$ cat src/rtl/wheel_velocity.sv
// wheel_velocity: inverse mecanum kinematics in sign-magnitude fixed point.
// Wheel speeds w1..w4 come from (vx, vy, wz). K*wz and the four 1/r scalings use
// sequential shift-add multipliers, one multiplier bit per clock.

// Sequential sign-magnitude multiplier: |a|*|b| >> Q_WIDTH, saturating.
module wheel_velocity_mul #(
   parameter int N_WIDTH = 17,
   parameter int Q_WIDTH = 8
) (
   input  logic               clk,
   input  logic               rst_n,
   input  logic               load,
   input  logic               step,
   input  logic [N_WIDTH-1:0] a,
   input  logic [N_WIDTH-1:0] b,
   output logic [N_WIDTH-1:0] p,
   output logic               ovf
);
   localparam int M  = N_WIDTH - 1;
   localparam int PW = 2 * M;

   logic [PW-1:0] acc, mcand, shifted;
   logic [M-1:0]  mplier, mag;
   logic          sgn;

   // load captures the operand magnitudes; each step consumes one multiplier bit
   always_ff @(posedge clk or negedge rst_n) begin
      if (!rst_n) begin
         acc    <= '0;
         mcand  <= '0;
         mplier <= '0;
         sgn    <= 1'b0;
      end else if (load) begin
         acc    <= '0;
         mcand  <= PW'(a[M-1:0]);
         mplier <= b[M-1:0];
         sgn    <= a[M] ^ b[M];
      end else if (step) begin
         if (mplier[0]) acc <= acc + mcand;
         mcand  <= mcand << 1;
         mplier <= mplier >> 1;
      end
   end

   // rescale, saturate, and never emit negative zero
   always_comb begin
      shifted = acc >> Q_WIDTH;
      ovf     = |shifted[PW-1:M];
      mag     = ovf ? '1 : shifted[M-1:0];
      p       = {sgn & (|mag), mag};
   end
endmodule

module wheel_velocity #(
   parameter int                 N_WIDTH = 17,
   parameter int                 Q_WIDTH = 8,
   parameter logic [N_WIDTH-1:0] INV_R   = 17'h01B79,
   parameter logic [N_WIDTH-1:0] K_LXLY  = 17'h00033
) (
   input  logic               WHEEL_VELOCITY_CLOCK_50,
   input  logic               WHEEL_VELOCITY_Reset_InLow,
   input  logic               WHEEL_VELOCITY_Start_InHigh,
   input  logic [N_WIDTH-1:0] WHEEL_VELOCITY_VX_InBus,
   input  logic [N_WIDTH-1:0] WHEEL_VELOCITY_VY_InBus,
   input  logic [N_WIDTH-1:0] WHEEL_VELOCITY_WZ_InBus,
   output logic [N_WIDTH-1:0] WHEEL_VELOCITY_W1_OutBus,
   output logic [N_WIDTH-1:0] WHEEL_VELOCITY_W2_OutBus,
   output logic [N_WIDTH-1:0] WHEEL_VELOCITY_W3_OutBus,
   output logic [N_WIDTH-1:0] WHEEL_VELOCITY_W4_OutBus,
   output logic               WHEEL_VELOCITY_Busy_OutHigh,
   output logic               WHEEL_VELOCITY_Done_OutHigh,
   output logic               WHEEL_VELOCITY_Overflow_OutHigh
);
   localparam int M  = N_WIDTH - 1;
   localparam int CW = $clog2(M);

   typedef enum logic [2:0] {IDLE, MUL_K, SUM, MUL_R, DONE} state_t;

   logic clk, rst_n;
   assign clk   = WHEEL_VELOCITY_CLOCK_50;
   assign rst_n = WHEEL_VELOCITY_Reset_InLow;

   state_t                   state, state_nxt;
   logic [CW-1:0]            cnt;
   logic                     last;
   logic                     k_load, k_step, r_load, r_step;
   logic [N_WIDTH-1:0]       vx_r, vy_r, kw;
   logic                     k_ovf, ovf_acc, add_ovf;
   logic [N_WIDTH:0]         vpv, vmv, a1, a2, a3, a4;
   logic [3:0][N_WIDTH-1:0]  s, wp;
   logic [3:0]               r_ovf;

   // Sign-magnitude add returning {overflow, sign, magnitude}; zero is always +0.
   function automatic logic [N_WIDTH:0] sm_add(input logic [N_WIDTH-1:0] a,
                                                input logic [N_WIDTH-1:0] b);
      logic [M:0]   sum;
      logic [M-1:0] mag;
      logic         sgn, ov;
      ov  = 1'b0;
      sum = '0;
      if (a[M] == b[M]) begin
         sum = {1'b0, a[M-1:0]} + {1'b0, b[M-1:0]};
         ov  = sum[M];
         mag = ov ? '1 : sum[M-1:0];
         sgn = a[M];
      end else if (a[M-1:0] >= b[M-1:0]) begin
         mag = a[M-1:0] - b[M-1:0];
         sgn = a[M];
      end else begin
         mag = b[M-1:0] - a[M-1:0];
         sgn = b[M];
      end
      if (mag == '0) sgn = 1'b0;
      return {ov, sgn, mag};
   endfunction

   function automatic logic [N_WIDTH-1:0] sm_neg(input logic [N_WIDTH-1:0] x);
      return {~x[M], x[M-1:0]};
   endfunction

   function automatic logic [N_WIDTH-1:0] sm_norm(input logic [N_WIDTH-1:0] x);
      return {x[M] & (|x[M-1:0]), x[M-1:0]};
   endfunction

   assign last = (cnt == CW'(M - 1));

   // state register and bit counter shared by both multiply phases
   always_ff @(posedge clk or negedge rst_n) begin
      if (!rst_n) begin
         state <= IDLE;
         cnt   <= '0;
      end else begin
         state <= state_nxt;
         cnt   <= ((state == MUL_K || state == MUL_R) && !last) ? cnt + 1'b1 : '0;
      end
   end

   // next-state and multiplier control strobes
   always_comb begin
      state_nxt = state;
      k_load    = 1'b0;
      k_step    = 1'b0;
      r_load    = 1'b0;
      r_step    = 1'b0;
      case (state)
         IDLE:  if (WHEEL_VELOCITY_Start_InHigh) begin
                   k_load    = 1'b1;
                   state_nxt = MUL_K;
                end
         MUL_K: begin
                   k_step = 1'b1;
                   if (last) state_nxt = SUM;
                end
         SUM:   begin
                   r_load    = 1'b1;
                   state_nxt = MUL_R;
                end
         MUL_R: begin
                   r_step = 1'b1;
                   if (last) state_nxt = DONE;
                end
         DONE:  state_nxt = IDLE;
         default: state_nxt = IDLE;
      endcase
   end

   wheel_velocity_mul #(.N_WIDTH(N_WIDTH), .Q_WIDTH(Q_WIDTH)) u_mul_k (
      .clk(clk), .rst_n(rst_n), .load(k_load), .step(k_step),
      .a(sm_norm(WHEEL_VELOCITY_WZ_InBus)), .b(K_LXLY), .p(kw), .ovf(k_ovf)
   );

   // pre-scale sums, evaluated left to right as (vx +/- vy) +/- K*wz
   always_comb begin
      vpv     = sm_add(vx_r, vy_r);
      vmv     = sm_add(vx_r, sm_neg(vy_r));
      a1      = sm_add(vpv[M:0] == '0 ? vmv[M:0] : vmv[M:0], sm_neg(kw));
      a2      = sm_add(vpv[M:0], kw);
      a3      = sm_add(vpv[M:0], sm_neg(kw));
      a4      = sm_add(vmv[M:0], kw);
      s       = {a4[M:0], a3[M:0], a2[M:0], a1[M:0]};
      add_ovf = vpv[N_WIDTH] | vmv[N_WIDTH] | a1[N_WIDTH] | a2[N_WIDTH] |
                a3[N_WIDTH] | a4[N_WIDTH];
   end

   for (genvar i = 0; i < 4; i++) begin : g_lane
      wheel_velocity_mul #(.N_WIDTH(N_WIDTH), .Q_WIDTH(Q_WIDTH)) u_mul_r (
         .clk(clk), .rst_n(rst_n), .load(r_load), .step(r_step),
         .a(s[i]), .b(INV_R), .p(wp[i]), .ovf(r_ovf[i])
      );
   end

   // operand latch, saturation accumulation and registered outputs
   always_ff @(posedge clk or negedge rst_n) begin
      if (!rst_n) begin
         vx_r                            <= '0;
         vy_r                            <= '0;
         ovf_acc                         <= 1'b0;
         WHEEL_VELOCITY_W1_OutBus        <= '0;
         WHEEL_VELOCITY_W2_OutBus        <= '0;
         WHEEL_VELOCITY_W3_OutBus        <= '0;
         WHEEL_VELOCITY_W4_OutBus        <= '0;
         WHEEL_VELOCITY_Busy_OutHigh     <= 1'b0;
         WHEEL_VELOCITY_Done_OutHigh     <= 1'b0;
         WHEEL_VELOCITY_Overflow_OutHigh <= 1'b0;
      end else begin
         WHEEL_VELOCITY_Done_OutHigh <= 1'b0;
         if (k_load) begin
            vx_r                        <= sm_norm(WHEEL_VELOCITY_VX_InBus);
            vy_r                        <= sm_norm(WHEEL_VELOCITY_VY_InBus);
            ovf_acc                     <= 1'b0;
            WHEEL_VELOCITY_Busy_OutHigh <= 1'b1;
         end
         if (r_load) ovf_acc <= ovf_acc | k_ovf | add_ovf;
         if (state == DONE) begin
            WHEEL_VELOCITY_W1_OutBus        <= wp[0];
            WHEEL_VELOCITY_W2_OutBus        <= wp[1];
            WHEEL_VELOCITY_W3_OutBus        <= wp[2];
            WHEEL_VELOCITY_W4_OutBus        <= wp[3];
            WHEEL_VELOCITY_Overflow_OutHigh <= ovf_acc | (|r_ovf);
            WHEEL_VELOCITY_Done_OutHigh     <= 1'b1;
            WHEEL_VELOCITY_Busy_OutHigh     <= 1'b0;
         end
      end
   end
endmodule
$ cat config.mk
export PLATFORM = sky130hd
export DESIGN_NAME = wheel_velocity
export DESIGN_NICKNAME = d
export VERILOG_FILES = /design/src/rtl/wheel_velocity.sv
export SDC_FILE = /design/constraint.sdc
export NUM_CORES = 2
export LEC_CHECK = 0
export ABC_AREA = 1
export CORE_MARGIN = 5
export CORE_UTILIZATION = 40
export DETAILED_ROUTE_END_ITERATION = 7
export GPL_ROUTABILITY_DRIVEN = 0
export MAX_ROUTING_LAYER = met4
export PLACE_DENSITY = 0.54
export SYNTH_ARGS = -nofsm -noshare
export SYNTH_HDL_FRONTEND = slang
export SYNTH_SLANG_ARGS = --single-unit
$ cat constraint.sdc
create_clock -name WHEEL_VELOCITY_CLOCK_50 -period 4.45 [get_ports WHEEL_VELOCITY_CLOCK_50]
set_clock_uncertainty 0.05 [all_clocks]
set_input_delay 1.335 -clock WHEEL_VELOCITY_CLOCK_50 [delete_from_list [all_inputs] [get_ports WHEEL_VELOCITY_CLOCK_50]]
set_output_delay 1.335 -clock WHEEL_VELOCITY_CLOCK_50 [all_outputs]
set_load 0.05 [all_outputs]
Clock routing:
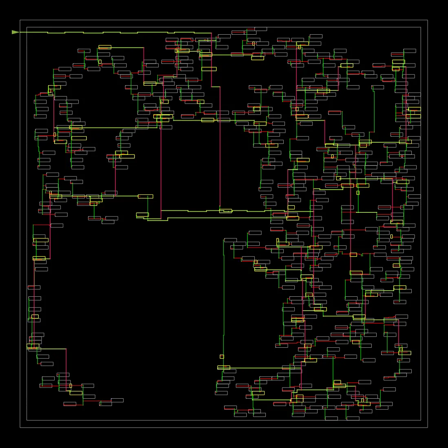
flop count: 457
clock buffer count from CTS: 53
Clock Sinks: 457
clk_buf instances: 78

M3 wires:
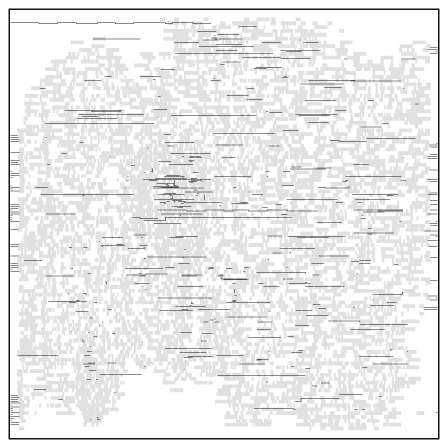
nets with wire on the layer: 297
main direction: horizontal
wire length on this layer: 4640 µm
share of all routed wire: 4.2%
longest straight run: 89.7 µm
met3 Use GR: 2.24%
routed wire length: 111000 µm
via count: 34695

Signal metal coverage by tile:
Scale bar: 100 µm. 30 x 30 tiles, from white (low) to dark blue (high), scaled to the fullest tile. Values are wire area over tile area, all layers added.
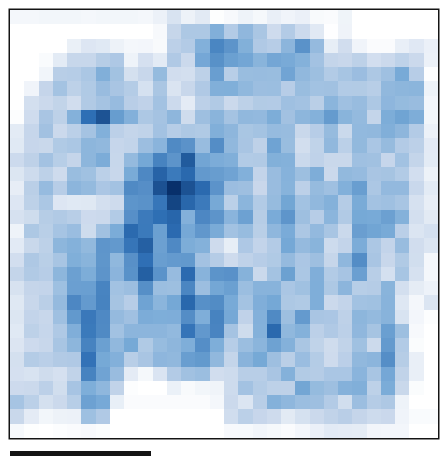
emptiest ninth of the die: north-west
nearly empty tiles: 7.6%
densest ninth of the die: center
tiles over half the peak: 15%
fullest tile: 0.59
mean over tiles: 0.19

==> Slide: Implementation Results <==
Flow Results at a Glance

Run status
  – Status: finished with violations
  – Failing checks: setup timing

Yosys
  – Distinct lib cells: roughly 57
  – Adder share: between 10 and 15%
  – Post-synth mux share: less than 1%
  – Synth top cells by count: 1158 x nand2_1, 669 x inv_1, 479 x o21ai_0
  – Cell type with the highest aggregate area in the netlist: dfrtp_1
  – Main flop type: dfrtp_1
  – Area share, top type: about a third

STA
  – Post-route setup slack: -0.0354 ns
  – Final Hold Fails: 0
  – Final setup violating endpoints: 2
  – Final period util: 101%

GRT
  – First-pass GRT wire length: roughly 180000 µm
  – Vias in the first global route: roughly 34000
  – Largest net degree at the start of global routing: ~86

Drt
  – Wl on met1: roughly 51000 µm
  – Drt via density: between 5 and 6

Critical path
  – Crit path depth: 33
  – Reg2Reg Setup Slack: -0.04 ns
  – CP peak stage delay: slightly above 0.4 ns
  – Crit start category: register
  – Slowest cell on the critical path: dfrtp_1
  – CP Class: register to register
  – Buf+Inv Stages, Crit Path: 7
  – CP delay by family, top: simple AND/OR/NAND/NOR gates

Floorplan
  – Num rows: about 110
  – # Taps: 1155
  – Die area: 0.0928 mm²

Finish
  – Top Layout Cells: 1020 x nand2_1, 621 x inv_1, 574 x buf_4
  – Flop area: 0.0114 mm²
  – Nets@finish: around 5900
  – Layout non-clock buf frac: 13.5%
  – Signal buffers: 744
  – Fillers: ~8500
  – Final core utilization: about 53%
  – Layout clock area frac: under 10%
  – Fraction of area in multi-input gates: around half

Placed design
  – Pre-CTS setup slack: -0.449 ns
  – Placed cell area: around 0.04 mm²

CTS
  – Maximum clock path buffer count: 3
  – CTS resizes: 166

Hold path
  – Hold Path Depth: 1
A small window of the routed layout:
Region (132, 132) to (172, 172) µm. Cells in gray, sequential cells in the stronger gray; small squares are vias.
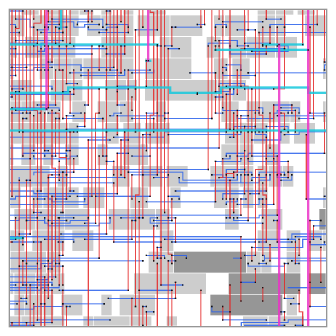
legend:
  M3:
    color: cyan
  M2:
    color: red
  M1:
    color: blue
  M4:
    color: magenta
most frequent: buf_4 (22), nand3_1 (18), nand2_1 (15)
cells with their middle in the window: 126
sequential cells in the window: 3

Clock network drawn from the DEF:
Scale bar: 100 µm.
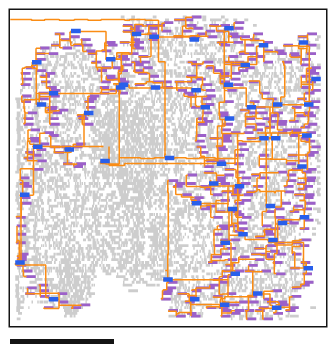
legend:
  clock-net drivers:
    color: blue
    count: 53
  clock wires:
    color: orange
    length: 7020 µm
  flip-flops:
    color: purple
    count: 457
flops lie: widely spread
routed clock nets: 54

## flip-flops by register name, indices dropped and copies added (netlist names)
register                         count
WHEEL_VELOCITY_Busy_OutHigh          1
u_mul_k.mcand                       32
u_mul_k.acc                         32
WHEEL_VELOCITY_W2_OutBus            17
WHEEL_VELOCITY_W1_OutBus            17
u_mul_k.mplier                       6
WHEEL_VELOCITY_Done_OutHigh          1
g_lane.u_mul_r.acc                 128
g_lane.u_mul_r.mplier               13
vy_r                                17
state                                3
WHEEL_VELOCITY_W3_OutBus            17
ovf_acc                              1
WHEEL_VELOCITY_Overflow_OutHigh      1
g_lane.u_mul_r.mcand               128
WHEEL_VELOCITY_W4_OutBus            17
g_lane.u_mul_r.sgn                   4
vx_r                                17
cnt                                  4
u_mul_k.sgn                          1
